==> src/rtl/mem_pkg.sv <==
// Shared definitions for the memory stage: FSM state encoding, default
// geometry and the wait-state counter width.
// Imported by ram_ctrl and ram_array.
package mem_pkg;

    localparam int MEM_AW_DEF = 8;   // default address width
    localparam int MEM_DW_DEF = 8;   // default data width
    localparam int CNT_W      = 4;   // wait counter width, covers WAIT_CYC 0..15

    localparam logic [1:0] S_IDLE   = 2'd0;
    localparam logic [1:0] S_WAIT   = 2'd1;
    localparam logic [1:0] S_ACCESS = 2'd2;
    localparam logic [1:0] S_DONE   = 2'd3;

    typedef logic [CNT_W-1:0] cnt_t;

endpackage

==> src/rtl/ram_array.sv <==
// Byte array storage for the memory stage with a registered read port.
// Latency: write commits at the clock edge with we_i; read data appears one edge after re_i.
// Backpressure: none, one access per cycle, read data holds until the next read.
//
// Ports: clk_i/rst_n_i clock and async active-low reset (clears only the read
// register), addr_i/we_i/wdata_i/re_i access port, rdata_o registered read data,
// init_we_i/init_addr_i/init_data_i backdoor preload port (tie low when unused).
module ram_array
    import mem_pkg::*;
#(
    parameter int AW = MEM_AW_DEF,
    parameter int DW = MEM_DW_DEF
) (
    input  logic          clk_i,
    input  logic          rst_n_i,
    input  logic [AW-1:0] addr_i,
    input  logic          we_i,
    input  logic [DW-1:0] wdata_i,
    input  logic          re_i,
    output logic [DW-1:0] rdata_o,
    input  logic          init_we_i,
    input  logic [AW-1:0] init_addr_i,
    input  logic [DW-1:0] init_data_i
);

    logic [DW-1:0] mem_q [2**AW];
    logic [DW-1:0] rdata_q;

    // Storage has no reset: contents survive a controller reset.
    // The preload port wins over a functional write in the same cycle.
    always_ff @(posedge clk_i) begin
        if (init_we_i) begin
            mem_q[init_addr_i] <= init_data_i;
        end else if (we_i) begin
            mem_q[addr_i] <= wdata_i;
        end
    end

    always_ff @(posedge clk_i or negedge rst_n_i) begin
        if (!rst_n_i) begin
            rdata_q <= '0;
        end else if (re_i) begin
            rdata_q <= mem_q[addr_i];
        end
    end

    assign rdata_o = rdata_q;

endmodule

==> src/rtl/ram_ctrl.sv <==
// Memory stage ahead of the MBR: latches a request, waits WAIT_CYC cycles, accesses the array, pulses MFC.
// Latency: MFC is high in cycle WAIT_CYC+2 after the sampling edge; next request at WAIT_CYC+3 at the earliest.
// Backpressure: requests are sampled only in IDLE; enable is ignored while busy is high.
//
// Ports: CLK clock, reset_n async active-low reset, enable request strobe (WMFC),
// rnw 1=read/0=write, mar address, wdata write data, rdata read data to MBR,
// MFC one-cycle completion pulse, busy high outside IDLE.
module ram_ctrl
    import mem_pkg::*;
#(
    parameter int          AW       = MEM_AW_DEF,
    parameter int          DW       = MEM_DW_DEF,
    parameter int unsigned WAIT_CYC = 2
) (
    input  logic          CLK,
    input  logic          reset_n,
    input  logic          enable,
    input  logic          rnw,
    input  logic [AW-1:0] mar,
    input  logic [DW-1:0] wdata,
    output logic [DW-1:0] rdata,
    output logic          MFC,
    output logic          busy
);

    logic [1:0]    state_q, state_d;
    cnt_t          cnt_q, cnt_d;
    logic [AW-1:0] addr_q, addr_d;
    logic          rnw_q, rnw_d;
    logic [DW-1:0] wdat_q, wdat_d;

    always_comb begin
        state_d = state_q;
        cnt_d   = cnt_q;
        addr_d  = addr_q;
        rnw_d   = rnw_q;
        wdat_d  = wdat_q;
        case (state_q)
            S_IDLE: begin
                if (enable) begin
                    addr_d  = mar;
                    rnw_d   = rnw;
                    wdat_d  = wdata;
                    cnt_d   = cnt_t'(WAIT_CYC);
                    state_d = (WAIT_CYC == 0) ? S_ACCESS : S_WAIT;
                end
            end
            S_WAIT: begin
                // Leaving on count 1 makes WAIT last exactly WAIT_CYC cycles.
                cnt_d = cnt_q - cnt_t'(1);
                if (cnt_q == cnt_t'(1)) begin
                    state_d = S_ACCESS;
                end
            end
            S_ACCESS: state_d = S_DONE;
            default:  state_d = S_IDLE;   // S_DONE: control unit advances here
        endcase
    end

    always_ff @(posedge CLK or negedge reset_n) begin
        if (!reset_n) begin
            state_q <= S_IDLE;
            cnt_q   <= '0;
            addr_q  <= '0;
            rnw_q   <= 1'b0;
            wdat_q  <= '0;
        end else begin
            state_q <= state_d;
            cnt_q   <= cnt_d;
            addr_q  <= addr_d;
            rnw_q   <= rnw_d;
            wdat_q  <= wdat_d;
        end
    end

    // The array acts on the closing edge of ACCESS; an async reset before
    // that edge leaves state_q out of ACCESS so nothing is committed.
    logic in_access;
    assign in_access = (state_q == S_ACCESS);

    ram_array #(
        .AW (AW),
        .DW (DW)
    ) u_array (
        .clk_i       (CLK),
        .rst_n_i     (reset_n),
        .addr_i      (addr_q),
        .we_i        (in_access && !rnw_q),
        .wdata_i     (wdat_q),
        .re_i        (in_access && rnw_q),
        .rdata_o     (rdata),
        .init_we_i   (1'b0),
        .init_addr_i ('0),
        .init_data_i ('0)
    );

    // Decoded straight from the state register, so both drop with reset.
    assign MFC  = (state_q == S_DONE);
    assign busy = (state_q != S_IDLE);

endmodule

==> config.mk <==
export PLATFORM = sky130hd
export DESIGN_NAME = ram_ctrl
export DESIGN_NICKNAME = d
export VERILOG_FILES = /design/src/rtl/mem_pkg.sv /design/src/rtl/ram_array.sv /design/src/rtl/ram_ctrl.sv
export SDC_FILE = /design/constraint.sdc
export NUM_CORES = 2
export LEC_CHECK = 0
export CELL_PAD_IN_SITES_DETAIL_PLACEMENT = 0
export CELL_PAD_IN_SITES_GLOBAL_PLACEMENT = 1
export CORE_AREA = 5 5 390 392
export DETAILED_ROUTE_END_ITERATION = 7
export DIE_AREA = 0 0 395 397
export GPL_TIMING_DRIVEN = 0
export PLACE_DENSITY = 0.76
export SLEW_MARGIN = 20
export SYNTH_ARGS = -nofsm -noshare
export SYNTH_HDL_FRONTEND = slang
export SYNTH_SLANG_ARGS = --single-unit
export TNS_END_PERCENT = 30
==> constraint.sdc <==
create_clock -name CLK -period 9.47 [get_ports CLK]
set_input_delay 0.947 -clock CLK [delete_from_list [all_inputs] [get_ports CLK]]
set_output_delay 0.947 -clock CLK [all_outputs]
set_load 0.03 [all_outputs]
wire_density.png
Bar = 100 um. The die is cut into 40 by 40 equal tiles; black is low, pale yellow is high, scaled to the fullest tile. Values are wire area over tile area, all layers added.
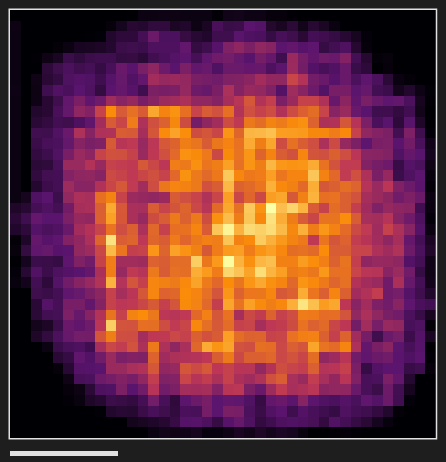
tiles over half the peak	34%
densest ninth of the die	middle
nearly empty tiles	14%

met1.png
Bar = 100 um.
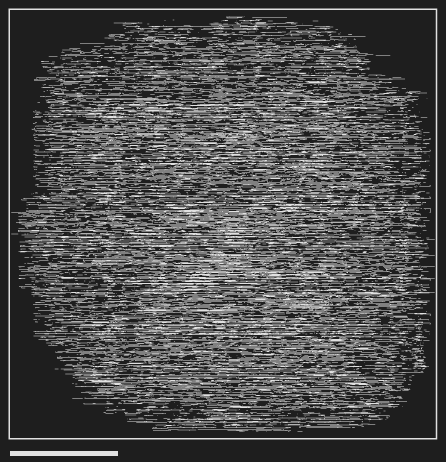
nets with wire on the layer	4025
main direction	horizontal
wire length on this layer	93.3 mm
share of all routed wire	33%
longest straight run	109 um

met2.png
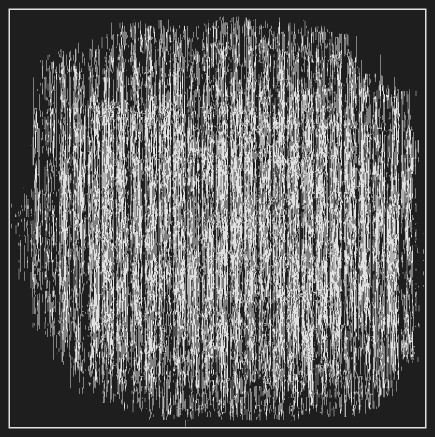
wire length on this layer	120 mm
main direction	vertical
nets with wire on the layer	3776

==> impl_results.html <==
<h3>Run summary</h3>
<table>
<tr><th>Metric</th><th>Value</th></tr>
<tr><th colspan="2">Logic synthesis</th></tr>
<tr><td>Number of nets at floorplan</td><td>~3.8k</td></tr>
<tr><td>Yosys cell count</td><td>approximately 3.8k</td></tr>
<tr><td>Yosys aoi share</td><td>2.27%</td></tr>
<tr><td>Yosys Warn Count</td><td>0</td></tr>
<tr><td>Synth cell count leaders</td><td>sky130_fd_sc_hd__edfxtp_1 (2048), sky130_fd_sc_hd__mux4_2 (505), sky130_fd_sc_hd__nor2_1 (270), sky130_fd_sc_hd__mux2i_1 (127), sky130_fd_sc_hd__clkbuf_1 (105)</td></tr>
<tr><td>Largest logic family</td><td>multiplexers</td></tr>
<tr><td>Chip area line of the yosys report</td><td>between 0.08 and 0.09 sq mm</td></tr>
<tr><th colspan="2">Final layout</th></tr>
<tr><td>Combinational share of cell area</td><td>between 10% and 20%</td></tr>
<tr><td>Combinational gate area</td><td>0.0173 sq mm</td></tr>
<tr><td>Number of sequential storage elements</td><td>a little over 2k</td></tr>
<tr><td>Summed area of non-filler cells in the final layout</td><td>about 0.09 sq mm</td></tr>
<tr><td>Layout Area Growth over Synthesis</td><td>13.5%</td></tr>
<tr><td>Most flop-heavy register</td><td>u_array.mem_q</td></tr>
<tr><td>Non-clock buffer share</td><td>under 10%</td></tr>
<tr><td>Clock distribution area overhead in the final layout</td><td>around 7%</td></tr>
<tr><td>Sequential Area</td><td>around 0.062 sq mm</td></tr>
<tr><td>Post-Route Utilization</td><td>61.7%</td></tr>
<tr><th colspan="2">Place</th></tr>
<tr><td>Routability congestion estimate from global placement</td><td>~1.0</td></tr>
<tr><td>Post-place instance area</td><td>around 0.085 sq mm</td></tr>
<tr><th colspan="2">Detailed routing</th></tr>
<tr><td>Met3 wire length</td><td>roughly 45 mm</td></tr>
<tr><td>Residual antenna-violating net count after detailed routing</td><td>0</td></tr>
<tr><th colspan="2">Clocking</th></tr>
<tr><td># resized after CTS</td><td>0</td></tr>
<tr><td>Number of buffers created by CTS</td><td>slightly above 200</td></tr>
<tr><td>Hold buffers post-CTS</td><td>1</td></tr>
<tr><td>CTS H-tree depth</td><td>4</td></tr>
<tr><td>Cell at the root of the clock tree</td><td>sky130_fd_sc_hd__clkbuf_16</td></tr>
<tr><th colspan="2">Timing</th></tr>
<tr><td>Max Clock Skew</td><td>0.0433 ns</td></tr>
<tr><td>Setup slack after layout</td><td>3.54 ns</td></tr>
<tr><td>Worst rel slew slack</td><td>8.21%</td></tr>
<tr><td>Setup tns final</td><td>0 ns</td></tr>
<tr><td>Slew Viols, Final</td><td>0</td></tr>
<tr><th colspan="2">Floorplanning</th></tr>
<tr><td>Tap Cells</td><td>1944</td></tr>
<tr><th colspan="2">Power</th></tr>
<tr><td>Sequential share of power</td><td>between 30% and 40%</td></tr>
<tr><td>Total clock network power</td><td>7.89 mW</td></tr>
<tr><td>Comb pwr share</td><td>a little under two fifths</td></tr>
<tr><th colspan="2">Worst hold path</th></tr>
<tr><td>Worst Hold Class</td><td>input pin to asynchronous set/reset pin</td></tr>
<tr><th colspan="2">Global route</th></tr>
<tr><td>Global Route met3 Usage</td><td>~16%</td></tr>
<tr><td>First-pass GRT wire length</td><td>around 370 mm</td></tr>
<tr><th colspan="2">Critical path</th></tr>
<tr><td>Endpoint kind of the worst setup timing path</td><td>register</td></tr>
<tr><td>Crit path max-delay family</td><td>buffers and inverters</td></tr>
<tr><th colspan="2">Outcome</th></tr>
<tr><td>Run status</td><td>complete, no violations</td></tr>
<tr><th colspan="2">Run</th></tr>
<tr><td>OpenROAD warning count</td><td>31</td></tr>
</table>
final_congestion.png
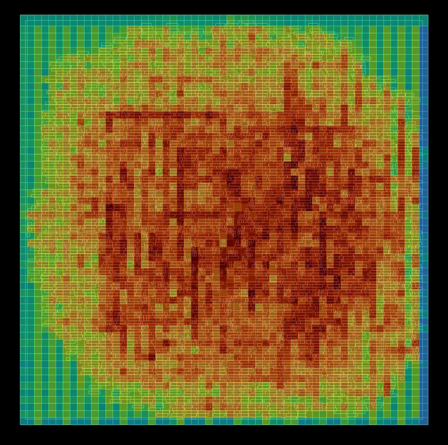
met2 Resource Use GR: 50.5%
global routing usage summed across all routing layers: 36.1%
fraction of met1 tracks used by global routing: 46.0%
routed len/inst: 45.3 um

density.png
Bar = 100 um. The die is cut into 40 by 40 equal tiles; black is low, pale yellow is high, 0 to 100% covered.
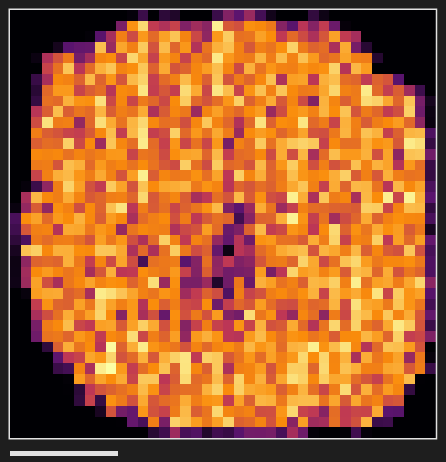
tiles over 75% full	30%
fullest tile	100%
mean over tiles	57%
nearly empty tiles	13%
emptiest ninth of the die	bottom left

Power is estimated from default activity; no workload was simulated.
